Fig. 1: run 1, routed metal per tile
8 x 12 tiles, from white (low) to dark blue (high), scaled to the fullest tile. Values are wire area over tile area, all layers added.
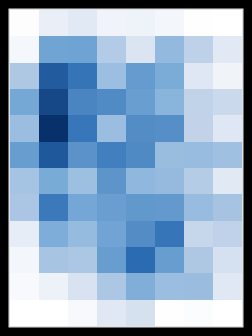
Fig. 2: run 1, metal layers overlaid
Bar = 10 um. Only two layers are drawn.
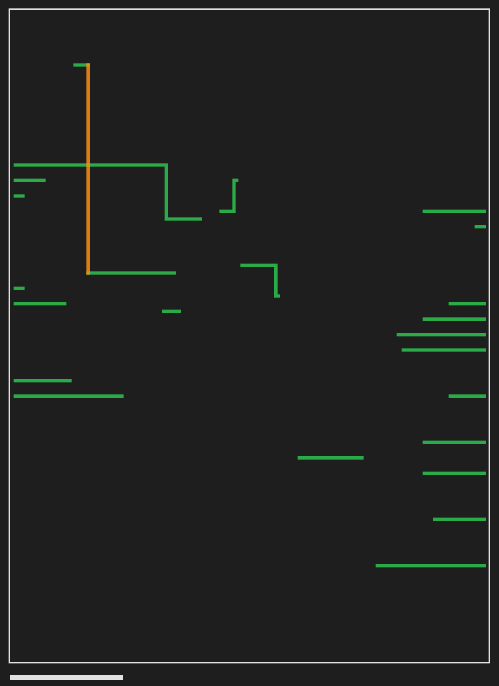
Fig. 3: run 1, metal 1
Bar = 10 um. Cells faint in the background.
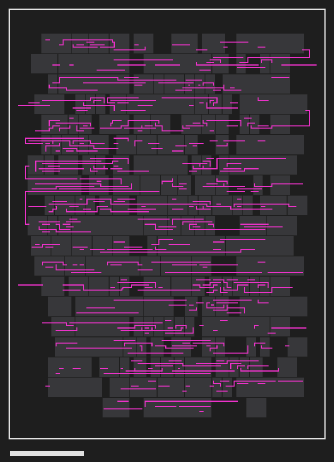
<file path="src/rtl/fifo_rd_stream.sv">
// ---------------------------------------------------------------------------
// fifo_rd_stream
//   Read-domain adapter between a first-word-fall-through dual-clock FIFO and
//   a valid/ready stream. A two-entry buffer (main + skid) sustains one word
//   per cycle. The pop strobe depends only on registered state, rempty and
//   flush, so m_ready never reaches rinc combinationally.
//
//   Optional feature: define FIFO_RD_STREAM_STATS_EN to add the transfer and
//   stall counters (xfer_cnt, stall_cnt).
//
// Ports
//   rclk      in   1      read-domain clock
//   rrst_n    in   1      asynchronous active-low reset
//   rempty    in   1      FIFO empty flag
//   rdata     in   DSIZE  FIFO fall-through read data
//   rinc      out  1      FIFO pop strobe
//   flush     in   1      synchronous discard of buffered words
//   m_valid   out  1      output word valid (registered)
//   m_ready   in   1      downstream accepts word
//   m_data    out  DSIZE  output word (main register)
//   m_level   out  2      words held: 0, 1 or 2
//   xfer_cnt  out  32     accepted words       (FIFO_RD_STREAM_STATS_EN only)
//   stall_cnt out  32     cycles valid & !ready (FIFO_RD_STREAM_STATS_EN only)
// ---------------------------------------------------------------------------
module fifo_rd_stream #(
    parameter int DSIZE = 8
) (
    input  logic             rclk,
    input  logic             rrst_n,
    input  logic             rempty,
    input  logic [DSIZE-1:0] rdata,
    output logic             rinc,
    input  logic             flush,
    output logic             m_valid,
    input  logic             m_ready,
    output logic [DSIZE-1:0] m_data,
`ifdef FIFO_RD_STREAM_STATS_EN
    output logic [31:0]      xfer_cnt,
    output logic [31:0]      stall_cnt,
`endif
    output logic [1:0]       m_level
);

    typedef enum logic [1:0] {
        EMPTY = 2'd0,
        ONE   = 2'd1,
        TWO   = 2'd2
    } state_t;

    state_t           state_q;
    logic             m_valid_q;
    logic [DSIZE-1:0] main_q;
    logic [DSIZE-1:0] skid_q;
    logic             pop;
    logic             take;

    // Pop whenever there is room; room is judged from registered state only,
    // which keeps m_ready off the FIFO read path. Gated by reset so no pop is
    // signalled while the block is held in reset.
    assign pop  = rrst_n && !rempty && (state_q != TWO) && !flush;
    assign take = m_valid_q && m_ready;

    assign rinc    = pop;
    assign m_valid = m_valid_q;
    assign m_data  = main_q;
    assign m_level = state_q;

    // Main always holds the older word; skid is only occupied in TWO.
    always_ff @(posedge rclk or negedge rrst_n) begin
        if (!rrst_n) begin
            state_q   <= EMPTY;
            m_valid_q <= 1'b0;
            main_q    <= '0;
            skid_q    <= '0;
        end else if (flush) begin
            // Buffered words are dropped; a take in this cycle is ignored.
            state_q   <= EMPTY;
            m_valid_q <= 1'b0;
        end else begin
            case (state_q)
                EMPTY: begin
                    if (pop) begin
                        main_q    <= rdata;
                        state_q   <= ONE;
                        m_valid_q <= 1'b1;
                    end
                end
                ONE: begin
                    if (pop && take) begin
                        main_q <= rdata;
                    end else if (pop) begin
                        skid_q  <= rdata;
                        state_q <= TWO;
                    end else if (take) begin
                        state_q   <= EMPTY;
                        m_valid_q <= 1'b0;
                    end
                end
                TWO: begin
                    if (take) begin
                        main_q  <= skid_q;
                        state_q <= ONE;
                    end
                end
                default: begin
                    state_q   <= EMPTY;
                    m_valid_q <= 1'b0;
                end
            endcase
        end
    end

`ifdef FIFO_RD_STREAM_STATS_EN
    logic [31:0] xfer_cnt_q;
    logic [31:0] stall_cnt_q;
    logic [31:0] xfer_cnt_d;
    logic [31:0] stall_cnt_d;

    // A take during flush discards the word, so it is not counted.
    always_comb begin
        xfer_cnt_d  = xfer_cnt_q;
        stall_cnt_d = stall_cnt_q;
        if (take && !flush) begin
            xfer_cnt_d = xfer_cnt_q + 32'd1;
        end
        if (m_valid_q && !m_ready) begin
            stall_cnt_d = stall_cnt_q + 32'd1;
        end
    end

    always_ff @(posedge rclk or negedge rrst_n) begin
        if (!rrst_n) begin
            xfer_cnt_q  <= '0;
            stall_cnt_q <= '0;
        end else begin
            xfer_cnt_q  <= xfer_cnt_d;
            stall_cnt_q <= stall_cnt_d;
        end
    end

    assign xfer_cnt  = xfer_cnt_q;
    assign stall_cnt = stall_cnt_q;
`endif

endmodule

</file>
<file path="config.mk">
export PLATFORM = sky130hd
export DESIGN_NAME = fifo_rd_stream
export DESIGN_NICKNAME = d
export VERILOG_FILES = /design/src/rtl/fifo_rd_stream.sv
export SDC_FILE = /design/constraint.sdc
export NUM_CORES = 1
export LEC_CHECK = 0
export ABC_AREA = 1
export ABC_CLOCK_PERIOD_IN_PS = 1750
export CAP_MARGIN = 25
export CORE_ASPECT_RATIO = 1.4
export CORE_MARGIN = 2
export CORE_UTILIZATION = 49
export CTS_BUF_LIST = sky130_fd_sc_hd__clkbuf_4
export DETAILED_ROUTE_END_ITERATION = 10
export PLACE_DENSITY = 0.79
export SETUP_SLACK_MARGIN = 0.3
export SLEW_MARGIN = 5
export SYNTH_ARGS = -nofsm -noshare
export SYNTH_HDL_FRONTEND = slang
export SYNTH_SLANG_ARGS = --single-unit
</file>
<file path="constraint.sdc">
create_clock -name rclk -period 1.75 [get_ports rclk]
set_input_delay 0.35 -clock rclk [delete_from_list [all_inputs] [get_ports rclk]]
set_output_delay 0.35 -clock rclk [all_outputs]
set_load 0.05 [all_outputs]
</file>
==> results.ini, run 1 <==
[outcome]
status = complete, no violations

[synthesis]
most_common_cell = nand2_1
synthArstFlopShare = 1.00
synth_flops = 19
synth_area_sq_mm = 0.00100
top_cells_by_area = dfrtp_1 47%, nand2_1 15%, nand3_1 7.0%
yosysTopAreaCell = dfrtp_1
ys_cells = 128
ys_sh_simple = 0.359
top_cells_by_count = 40 x nand2_1, 19 x dfrtp_1, 14 x nand3_1, 13 x inv_1, 13 x o21ai_0
edf_count = 0
xor_share = 0
synthesis.nets = 141
syn_inst = 128
mux_share = 0
yosysUniqueCellTypes = 19
logic_family = simple AND/OR/NAND/NOR gates
fa_ha_area_frac = 0
synth_top_area_share = 0.474
syn_area_per_cell_sq_um = 7.84
ff_type = dfrtp_1
ys_chip_area_sq_mm = 0.00100
postSynthSeqShare = 0.474
synthAoiAreaFrac = 0.0998
synth_warnings = 0

[placement]
dp_cells = 187
portBuffers = 24
dpl_worst_slack_ns = -0.114
place_area_sq_mm = 0.00141
gp_congestion = 0.778
dp_hpwl_um = 1830

[layout]
finalInstanceArea_sq_mm = 0.00160
diodes = 0
final_nets = 198
layoutNonFillerInstCount = 205
postLayoutCoreUtil = 0.819
drive_above_1_share = 0.386
syn_to_final_growth_pct = 59.1

[clock_tree]
cts-htree-levels = 1
clk_pin_slew_ns = 0.11
cts_buffer_depth = 2
cts_root_buf = clkbuf_4
cts_buffers = 3
clock_latency_ns = 0.29
cts_sinks = 19
cts_tree = built

[worst_setup_path]
worstPathRequired_ns = 1.40
critPathMaxFanout = 2
crit_arrival_ns = 1.21
timing.critical_path.from_type = primary input
path_class = primary input to output pin
critPathCaptureType = output pin

[sta]
min_period_ns = 1.56
timing.fmax_mhz = 639
maxSlewHeadroom = 0.802
postLayoutSetupSlackWorst_ns = 0.185
maxSlewViolCount = 0
setup_viol = 0
clock-skew-final_ns = 0.00507
hold_viol_final = 0
tightest_slew_ns = 0.296
period_used_share = 0.894
rsz0062_at_grt = yes

[power_and_ir_drop]
p_per_area_mw_per_mm2 = 1490
irDropWorstVdd_v = 0.00108
leakage_nw = 0.814
total_power_mw = 2.38

[worst_hold_path]
worstHoldPathType = primary input to async pin

[detailed_routing]
drt-pass1-iter-count = 4
drt_iter0_drc = 27
drc = 0
vias_per_cell = 5.25
ant_nets = 0

[die]
die_area_sq_mm = 0.00243
core_sq_mm = 0.00195
initCoreUtil = 0.515
row_count = 19
io_pins = 25
die_w_um = 42.2
die_y_um = 57.5

[global_routing]
grt_max_degree = 17
grt-ovfl-total = 0
antenna_found_initial = 0
grt_pass1_vias = 1105
grt_pass1_wl_um = 4400

[run]
warnings = 29
drv_cap = 0

## Picture notes: Fig. 1
The fullest tile reaches 0.51. The mean over all tiles is 0.19. The emptiest ninth of the die: south-west. 32% of the tiles are over half the peak.
DR vias: 1077
final WL: 2900 um
Total GRT Usage: 0.229
average wire per standard cell: 14.2 um

## Picture notes: Fig. 2
met4: in orange, wire length 18.4 um. met3: in green, wire length 126 um.

## Picture notes: Fig. 3
166 nets have wire on it. The layer holds 39% of the routed length. The layer carries 1120 um of wire. The longest straight run is 18.9 um.
met1 global-route usage: 0.240

run 1: layer usage:
layer | vias to the layer above | GRT usage | wire length, um
li1 | 525 | - | -
met1 | 522 | 0.240 | 1120
met2 | 28 | 0.455 | 1640
met3 | 2 | 0.0411 | 125
met4 | 0 | 0.0580 | 18
met5 | - | 0 | 0
run 1: power breakdown:
| group | internal, mW | switching [mW] |
|---|---|---|
| Sequential | 0.639 | 0.0927 |
| Combinational | 0.517 | 0.891 |
| Clock | 0.104 | 0.137 |
| Total | 1.26 | 1.12 |
run 1: per-stage QoR:
stage               hold WS, ns  TNS (ns)
floorplan                0.0544         0
global placement          0.457    -0.697
detailed placement        0.463     -1.06
CTS                      0.0138         0
global route             0.0129         0
finish                  0.00609         0
run 1: cells by family after synthesis:
logic type | count (synthesis)
simple gates | 75
flops | 19
compound gates | 18
buf+inv | 16
run 1: flip-flops by register name (all words and copies together), names as in the netlist:
register	cells
skid_q	8
m_valid	1
m_data	8
m_level	2
run 1: repair_timing:
item,in CTS,in global routing
hold buffers,1,0
pin swaps,5,8
resized,9,11
setup buffers,7,6
hold endpoints to repair,5,0
setup endpoints to repair,18,20
run 1: final cells by class:
class	count	area [sq um]
multi-input combinational	93	524
sequential	19	479
timing repair buffer	54	479
fill	127	353
inverter	14	57.6
clock buffer	4	30.0
tap	21	26.3
run 1: path summary, 6_finish.rpt:
path	slack (ns)	from	endpoint	depth (start not counted)
min in group rclk	0.48	m_data[5]	m_data[5]	2
worst min register to register	0.48	m_data[5]	m_data[5]	2
worst min-delay path	0.006	rrst_n	m_data[1]	2
max in group asynchronous	0.91	rrst_n	m_level[1]	3
worst max register to register	0.29	m_level[1]	skid_q[7]	8
worst max-delay path	0.19	rempty	rinc	6
run 1: layout by cell type (no fill, tap or decap), drive strengths merged:
cell and n:
nand2 46, dlygate4sd2 2, clkbuf 4, dfrtp 19, nand4 3, buf 42, o31ai 1, inv 14
a21oi 1, nor2 10, clkdlybuf4s50 9, dlygate4sd3 1, nor3 2, o21ai 16, nand3 14
run 1: worst max-delay path: stages:
cell and delay (ns):
dlygate4sd2_1 0.25, nor2_1 0.13, buf_4 0.17, nand2_8 0.05, nor2_4 0.11, buf_12 0.15
Fig. 4: run 1, close-up of the layout
Bar = 5 um. Window x 22 to 42, y 33 to 53 um. Cells in gray, sequential cells in the stronger gray; small squares are vias.
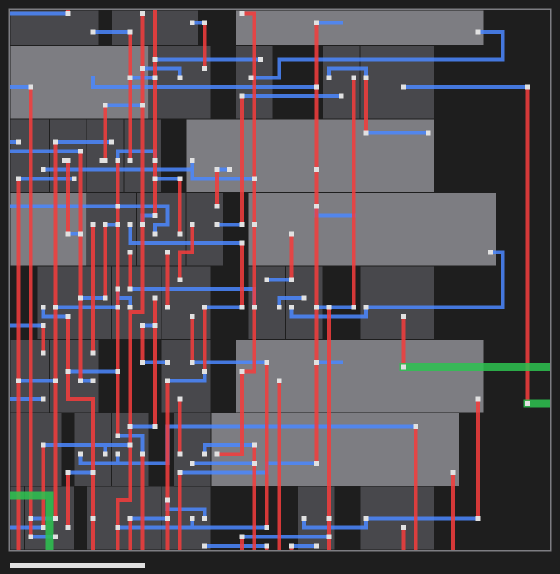

--- run 2 (diff from run 1) ---
--- a/config.mk
+++ b/config.mk
@@ -13,7 +13,7 @@
 export CORE_UTILIZATION = 49
 export CTS_BUF_LIST = sky130_fd_sc_hd__clkbuf_4
 export DETAILED_ROUTE_END_ITERATION = 10
-export PLACE_DENSITY = 0.79
+export PLACE_DENSITY = 0.91
 export SETUP_SLACK_MARGIN = 0.3
 export SLEW_MARGIN = 5
 export SYNTH_ARGS = -nofsm -noshare
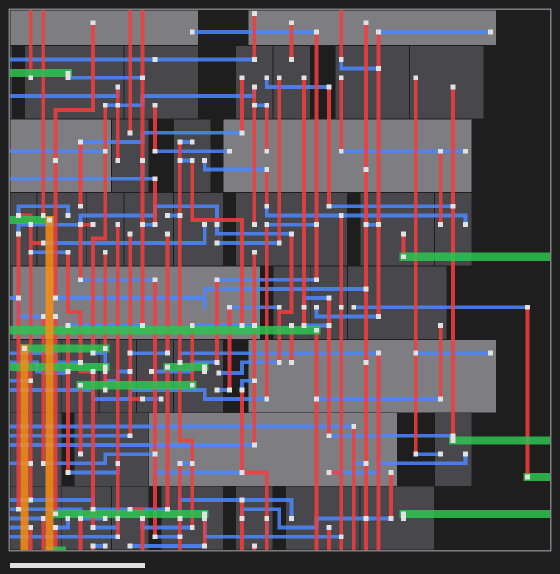
Fig. 5. Close-up of the layout (run 2).
Bar = 5 um. Window x 22 to 42, y 33 to 53 um. Cells in gray, sequential cells in the stronger gray; small squares are vias.
met1: in blue. met3: in green. met2: in red. met4: in orange.
Netlist names of flops here include m_data (4). Sequential cells in the window: 4. Most frequent: nand2_1 (13), buf_4 (8), nand3_1 (5). 37 logic cells have their middle in the window.

==> results.ini, run 2 <==
[detailed_routing]
ant_nets = 0  ; unchanged
drt_iter0_drc = 47  ; was 27
drc = 0  ; unchanged
drt-pass1-iter-count = 6  ; was 4
vias_per_cell = 5.72  ; was 5.25
drt_wl_total_um = 3350  ; was 2900 um

[power_and_ir_drop]
leakage_nw = 0.833  ; was 0.814 nW
p_per_area_mw_per_mm2 = 1520  ; was 1490 mW/mm^2
total_power_mw = 2.46  ; was 2.38 mW
irDropWorstVdd_v = 0.00112  ; was 0.00108 V

[synthesis]
edf_count = 0  ; unchanged
ys_chip_area_sq_mm = 0.00100  ; unchanged
yosysUniqueCellTypes = 19  ; unchanged
synth_area_sq_mm = 0.00100  ; unchanged
synth_flops = 19  ; unchanged
ff_type = dfrtp_1  ; unchanged
yosysTopAreaCell = dfrtp_1  ; unchanged
syn_inst = 128  ; unchanged
synth_warnings = 0  ; unchanged
synthArstFlopShare = 1.00  ; unchanged
postSynthSeqShare = 0.474  ; unchanged
ys_cells = 128  ; unchanged
synth_top_area_share = 0.474  ; unchanged
synthesis.nets = 141  ; unchanged
top_cells_by_area = dfrtp_1 47%, nand2_1 15%, nand3_1 7.0%  ; unchanged
top_cells_by_count = 40 x nand2_1, 19 x dfrtp_1, 14 x nand3_1, 13 x inv_1, 13 x o21ai_0  ; unchanged
syn_area_per_cell_sq_um = 7.84  ; unchanged

[sta]
maxSlewHeadroom = 0.816  ; was 0.802
clock-skew-final_ns = 0.00824  ; was 0.00507 ns
whs_ns = 0.0480  ; was 0.00609 ns
maxSlewViolCount = 0  ; unchanged
rsz0062_at_grt = yes  ; unchanged
hold_viol_final = 0  ; unchanged
min_period_ns = 1.56  ; about the same
setup_viol = 0  ; unchanged
timing.fmax_mhz = 642  ; was 639 MHz
postLayoutSetupSlackWorst_ns = 0.191  ; was 0.185 ns

[layout]
syn_to_final_growth_pct = 60.8  ; was 59.1%
final_layout_top_logic_cell = nand2_1  ; unchanged
final_nets = 191  ; was 198
fillers = 107  ; was 127
drive_above_1_share = 0.407  ; was 0.386
lay_top_cells = 34 x nand2_1, 26 x buf_4, 16 x dfrtp_1  ; was 38 x nand2_1, 35 x buf_4, 16 x dfrtp_1
diodes = 0  ; unchanged

[placement]
dp_hpwl_um = 1740  ; was 1830 um
gp_congestion = 0.978  ; was 0.778
portBuffers = 24  ; unchanged
dpl_worst_slack_ns = -0.106  ; was -0.114 ns

[worst_setup_path]
timing.critical_path.from_type = register  ; was primary input
critPathCaptureType = register  ; was output pin
path_class = register to register  ; was primary input to output pin
worstPathRequired_ns = 1.98  ; was 1.40 ns
cp_cell_sequence = inv_4 > buf_4 > nor2_4 > nand2_2 > nor3_4 > buf_12 > nand2_1 > o21ai_1  ; was dlygate4sd2_1 > nor2_1 > buf_4 > nand2_8 > nor2_4 > buf_12
cp_slowest_cell = dfrtp_2  ; was dlygate4sd2_1
critPathMaxFanout = 8  ; was 2

[clock_tree]
cts-htree-levels = 1  ; unchanged
clock_latency_ns = 0.31  ; was 0.29 ns
hold_buffers = 0  ; was 1
cts_sinks = 19  ; unchanged
cts_buffer_depth = 2  ; unchanged
cts_tree = built  ; unchanged

[die]
core_sq_mm = 0.00195  ; unchanged
die_y_um = 57.5  ; unchanged
io_pins = 25  ; unchanged
die_area_sq_mm = 0.00243  ; unchanged
die_w_um = 42.2  ; unchanged
initCoreUtil = 0.515  ; unchanged

[outcome]
status = complete, no violations  ; unchanged

[global_routing]
antenna_found_initial = 0  ; unchanged
grt_pass1_wl_um = 4490  ; was 4400 um
grt.total_usage = 0.232  ; was 0.229

[worst_hold_path]
worstHoldPathType = primary input to async pin  ; unchanged

[run]
warnings = 29  ; unchanged

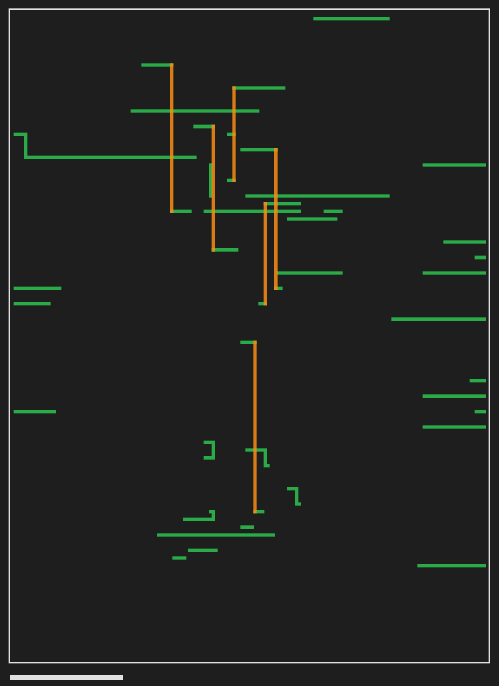
Fig. 6. Metal layers overlaid (run 2).
Bar = 10 um. Only two layers are drawn.
met3: in green, wire length 168 um. met4: in orange, wire length 68.0 um.
DR vias: 1132
average wire per standard cell: 16.9 um

## run 2: cell counts after synthesis
No cell type changed its count.
## run 2: cells by family after synthesis
family                 count (synthesis)  share of synthesized area
flip-flops                            19                      0.474
AND-OR/OR-AND                         18                     0.0997
buffers and inverters                 16                     0.0673
AND/OR/NAND/NOR                       75                      0.359
## run 2: per-layer routing
| layer | up-vias | part of all wire | GRT usage |
|---|---|---|---|
| li1 | 511 | - | - |
| met1 | 548 | 0.39 | 0.292 |
| met2 | 60 | 0.54 | 0.431 |
| met3 | 13 | 0.050 | 0.0253 |
| met4 | 0 | 0.020 | 0.0357 |
| met5 | - | 0 | 0 |
## run 2: path summary, 6_finish.rpt
check,start,endpoint,slack (ns),cells past startpoint
worst max-delay path,m_level[0],skid_q[2],0.19,8
worst min-delay path,rrst_n,m_valid,0.05,2
worst max register to register,m_level[0],skid_q[2],0.19,8
worst min register to register,m_data[7],m_data[7],0.49,2
max in group asynchronous,rrst_n,m_data[5],1.52,2
min in group rclk,m_data[7],m_data[7],0.49,2
## run 2: timing repair
action | 4_1_cts | 5_1_grt
pin swaps | 6 | 4
endpoints found under the setup margin | 18 | 20
setup buffers | 10 | 3
resized | 9 | 22
cloned | 0 | 1
## run 2: worst max-delay path, delay by kind of cell (launching register included)
kind / cells / cell delay, ns
simple gates: 4 / 0.57
compound gates: 1 / 0.09
buf+inv: 3 / 0.39
flops: 1 / 0.43
## run 2: report_power, final
part | total (mW) | switching (mW) | internal [mW]
clock network | 0.240 | 0.155 | 0.0852
logic | 1.47 | 0.937 | 0.533
registers | 0.746 | 0.108 | 0.639
total | 2.46 | 1.20 | 1.26
## run 2: final cells by class
type,instances,area [sq um],area share
Sequential cell,19,479,0.297
Clock buffer,3,22.5,0.0140
Clock inverter,1,5.00,0.00310
Tap cell,21,26.3,0.0163
Inverter,14,57.6,0.0357
Timing Repair Buffer,47,464,0.288
Multi-Input combinational cell,93,559,0.347
## run 2: per-stage QoR
stage / setup TNS (ns) / utilization / instances / area (sq um)
3_5_place_dp: -1.12 / 0.696 / 180 / 1360
5_1_grt: 0 / 0.828 / 198 / 1610
3_3_place_gp: -0.817 / 0.696 / 180 / 1360
2_1_floorplan: 0 / - / 128 / 1030
6_report: 0 / 0.828 / 198 / 1610
4_1_cts: 0 / 0.766 / 194 / 1490
Fig. 7: run 2, routed metal per tile
8 x 12 tiles, from white (low) to dark blue (high), scaled to the fullest tile. Values are wire area over tile area, all layers added.
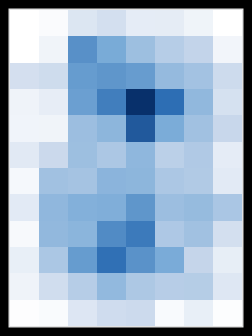

--- run 3 (diff from run 2) ---
--- a/config.mk
+++ b/config.mk
@@ -13,7 +13,9 @@
 export CORE_UTILIZATION = 49
 export CTS_BUF_LIST = sky130_fd_sc_hd__clkbuf_4
 export DETAILED_ROUTE_END_ITERATION = 10
-export PLACE_DENSITY = 0.91
+export DONT_BUFFER_PORTS = 1
+export GPL_TIMING_DRIVEN = 1
+export PLACE_DENSITY = 0.75
 export SETUP_SLACK_MARGIN = 0.3
 export SLEW_MARGIN = 5
 export SYNTH_ARGS = -nofsm -noshare
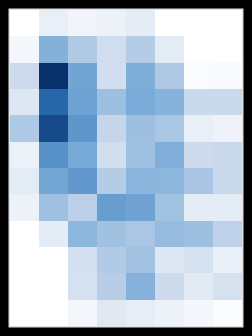
Fig. 8. Routed metal per tile (run 3).
8 x 12 tiles, from white (low) to dark blue (high), scaled to the fullest tile. Values are wire area over tile area, all layers added.
The fullest tile reaches 0.63. 15% of the tiles are nearly empty. The emptiest ninth of the die: south-west.

==> results.ini, run 3 <==
[outcome]
status = complete, no violations  ; unchanged

[worst_hold_path]
worstHoldPathType = primary input to register  ; was primary input to async pin
min-delay-start = flush

[layout]
final-seq-area_sq_um = 479  ; unchanged
lay_top_cells = 35 x nand2_1, 16 x dfrtp_1, 12 x inv_1, 12 x buf_4, 11 x nand3_1  ; was 34 x nand2_1, 26 x buf_4, 16 x dfrtp_1
diodes = 0  ; unchanged
drive_above_1_share = 0.347  ; was 0.407
final_layout_top_logic_cell = nand2_1  ; unchanged
finalInstanceArea_sq_mm = 0.00132  ; was 0.00161 sq mm
logic_area_sq_um = 532  ; was 559 sq um
final_nets = 164  ; was 191
fillers = 171  ; was 107
syn_to_final_growth_pct = 31.7  ; was 60.8%

[sta]
rsz0062_at_grt = yes  ; unchanged
period_used_share = 0.869  ; was 0.891
setup_tns_ns = 0  ; unchanged
tightest_slew_ns = 0.870  ; was 0.275 ns
setup_viol = 0  ; unchanged
hold_viol_final = 0  ; unchanged
maxSlewHeadroom = 0.418  ; was 0.816
clock-skew-final_ns = 0.00242  ; was 0.00824 ns
min_period_ns = 1.52  ; was 1.56 ns
maxSlewViolCount = 0  ; unchanged
timing.fmax_mhz = 658  ; was 642 MHz

[global_routing]
grt-ovfl-total = 0  ; unchanged
grt_pass1_wl_um = 3880  ; was 4490 um
grt_max_degree = 20  ; was 17
antenna_found_initial = 0  ; unchanged
grt_pass1_vias = 932  ; was 1051
grt.total_usage = 0.204  ; was 0.232

[power_and_ir_drop]
internal_power_mw = 1.13  ; was 1.26 mW
clkPwrFrac = 0.106  ; was 0.098
p_per_area_mw_per_mm2 = 1650  ; was 1520 mW/mm^2
irDropWorstVdd_v = 0.000924  ; was 0.00112 V
swShare = 0.485  ; was 0.488
pwr-share-comb = 0.416  ; was 0.598
leakage_nw = 0.665  ; was 0.833 nW
seqPwrFrac = 0.478  ; was 0.304
p_sw_mw = 1.06  ; was 1.20 mW

[die]
initCoreUtil = 0.515  ; unchanged
die_area_sq_mm = 0.00243  ; unchanged
core_sq_mm = 0.00195  ; unchanged
row_count = 19  ; unchanged
io_pins = 25  ; unchanged
die_w_um = 42.2  ; unchanged
die_y_um = 57.5  ; unchanged

[synthesis]
top_cells_by_count = 40 x nand2_1, 19 x dfrtp_1, 14 x nand3_1, 13 x inv_1, 13 x o21ai_0  ; unchanged
synthAoiAreaFrac = 0.0998  ; unchanged
synthArstFlopShare = 1.00  ; unchanged
ys_chip_area_sq_mm = 0.00100  ; unchanged
edf_count = 0  ; unchanged
ff_type = dfrtp_1  ; unchanged
xor_share = 0  ; unchanged
synth_area_sq_mm = 0.00100  ; unchanged
top_cells_by_area = dfrtp_1 47%, nand2_1 15%, nand3_1 7.0%  ; unchanged
syn_inst = 128  ; unchanged
postSynthSeqShare = 0.474  ; unchanged
mux_share = 0  ; unchanged
ys_sh_simple = 0.359  ; unchanged
synth_top_area_share = 0.474  ; unchanged
yosysUniqueCellTypes = 19  ; unchanged
synth_flops = 19  ; unchanged
most_common_cell = nand2_1  ; unchanged
ys_cells = 128  ; unchanged
syn_area_per_cell_sq_um = 7.84  ; unchanged
synth_warnings = 0  ; unchanged
fa_ha_area_frac = 0  ; unchanged
logic_family = simple AND/OR/NAND/NOR gates  ; unchanged
yosysTopAreaCell = dfrtp_1  ; unchanged
synthesis.nets = 141  ; unchanged

[clock_tree]
cts_root_buf = clkbuf_4  ; unchanged
clk_pin_slew_ns = 0.10  ; was 0.13 ns
cts_tree = built  ; unchanged
cts_buffer_depth = 2  ; unchanged
cts_buffers = 3  ; unchanged
cts-htree-levels = 1  ; unchanged
cts_sinks = 19  ; unchanged
clock_latency_ns = 0.29  ; was 0.31 ns

[detailed_routing]
vias = 923  ; was 1132
ant_nets = 0  ; unchanged
vias_per_cell = 5.40  ; was 5.72
drc = 0  ; unchanged
drt_iter0_drc = 21  ; was 47
wire_per_inst_um = 14.5  ; was 16.9 um
drt_wl_total_um = 2470  ; was 3350 um
drt-pass1-iter-count = 4  ; was 6

[worst_setup_path]
critical_path.startpoint = m_level[0]  ; unchanged
critPathMostFrequentCell = nand2_4
cp_slowest_cell = dfrtp_2  ; unchanged
crit_arrival_ns = 1.17  ; was 1.79 ns
cp_cell_sequence = inv_4 > nand2_4 > nand2_4 > nor2_4  ; was inv_4 > buf_4 > nor2_4 > nand2_2 > nor3_4 > buf_12 > nand2_1 > o21ai_1
path_class = register to output pin  ; was register to register
r2r_start = m_level[1]  ; was m_level[0]
crit_family = simple AND/OR/NAND/NOR gates  ; unchanged
cp_num_buf_inv = 1  ; was 3
timing.critical_path.from_type = register  ; unchanged
worstPathRequired_ns = 1.40  ; was 1.98 ns
critPathMaxFanout = 2  ; was 8
critPathCaptureType = output pin  ; was register
slowest_delay_ns = 0.41  ; was 0.43 ns

[placement]
portBuffers = 0  ; was 24
gp_congestion = 0.823  ; was 0.978
dp_hpwl_um = 1550  ; was 1740 um
place_area_sq_mm = 0.00109  ; was 0.00136 sq mm

[run]
drv_cap = 0  ; unchanged
warnings = 29  ; unchanged

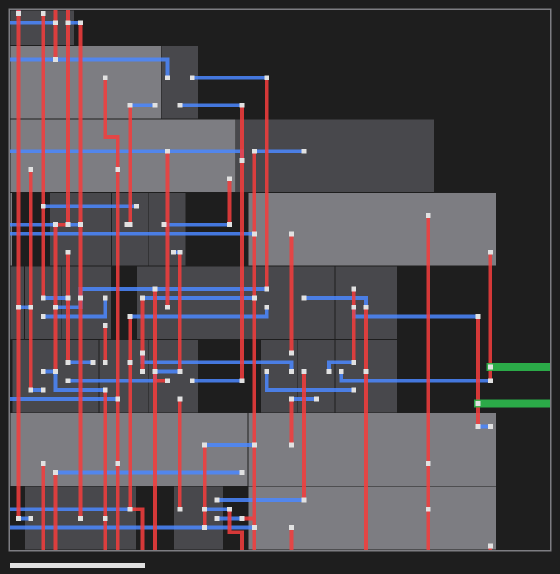
Fig. 9. Close-up of the layout (run 3).
Bar = 5 um. Window x 22 to 42, y 33 to 53 um. Cells in gray, sequential cells in the stronger gray; small squares are vias.
met3: in green. met2: in red. met1: in blue.
Most frequent: dfrtp_1 (6), nand2_1 (4), nand2_2 (3). Sequential cells in the window: 6. Netlist names of flops here include m_data (3), skid_q (3). 23 logic cells have their middle in the window.

-- run 3: layout make-up --
type                            instances  share of cell area
Inverter                               14              0.0436
Clock buffer                            4              0.0227
Tap cell                               21              0.0199
Multi-Input combinational cell         93               0.402
Timing Repair Buffer                   20               0.149
Sequential cell                        19               0.363
-- run 3: worst register-to-register path: cells and delay by family, from the launching register on --
kind	cells	cell delay [ns]
and+or+nand+nor	4	0.59
buffers and inverters	2	0.31
DFF	1	0.44
-- run 3: per-stage QoR --
stage               std cells   util  hold WS, ns  worst slack (ns)  power (mW)
floorplan                 128      -       0.0544             0.257        1.54
global placement          153  0.557       0.0548             0.311        1.67
detailed placement        153  0.557       0.0548             0.297        1.70
CTS                       162  0.596        0.126             0.237        1.98
global route              171  0.678        0.125             0.156        2.34
finish                    171  0.678        0.137             0.230        2.19
-- run 3: worst paths after layout --
kind	end	slack [ns]	depth (start not counted)
worst max-delay path	rinc	0.23	4
worst min-delay path	m_level[1]	0.14	1
worst max register to register	m_data[6]	0.31	6
worst min register to register	skid_q[2]	0.53	2
max in group asynchronous	m_valid	0.55	1
min in group asynchronous	m_data[4]	0.61	1
-- run 3: repair_timing --
item | CTS | global route
hold buffers | 1 | 0
buffers inserted | 4 | 8
endpoints found under the setup margin | 1 | 20
hold endpoints to repair | 19 | 0
resized | 1 | 22
gates cloned | 0 | 1
pin swaps | 2 | 6
-- run 3: cell families after synthesis --
logic type	count (synthesis)
DFF	19
and+or+nand+nor	75
buffers and inverters	16
AOI/OAI and AO/OA	18
-- run 3: power groups by stage --
| stage | clock network, mW | logic [mW] | registers (mW) |
|---|---|---|---|
| after floorplan | 0 | 0.437 | 1.11 |
| after global placement | 0 | 0.613 | 1.05 |
| after detailed placement | 0 | 0.632 | 1.06 |
| after CTS | 0.241 | 0.703 | 1.04 |
| after global routing | 0.263 | 1.00 | 1.07 |
| final | 0.232 | 0.909 | 1.05 |
-- run 3: metal layers --
metal  global-route usage  wire, um  vias up
li1                     -         -      456
met1                0.224       893      429
met2                0.369      1420       34
met3               0.0411       130        4
met4               0.0982        32        0
met5                    0         0        -

==> layout pictures side by side <==
Routing congestion map.
shot_01.png
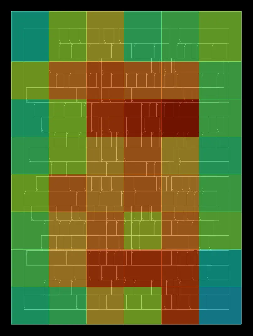
shot_02.png
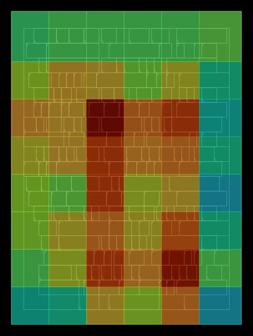
shot_03.png
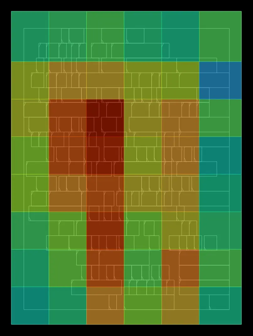
The one with the most wire per cell is shot_01.png.
The one with the lowest utilization is shot_03.png.
shot_03.png comes from run 3.
shot_01.png comes from run 2.
shot_02.png comes from run 1.

No activity file was given, so power comes from the tool's default toggle rates.
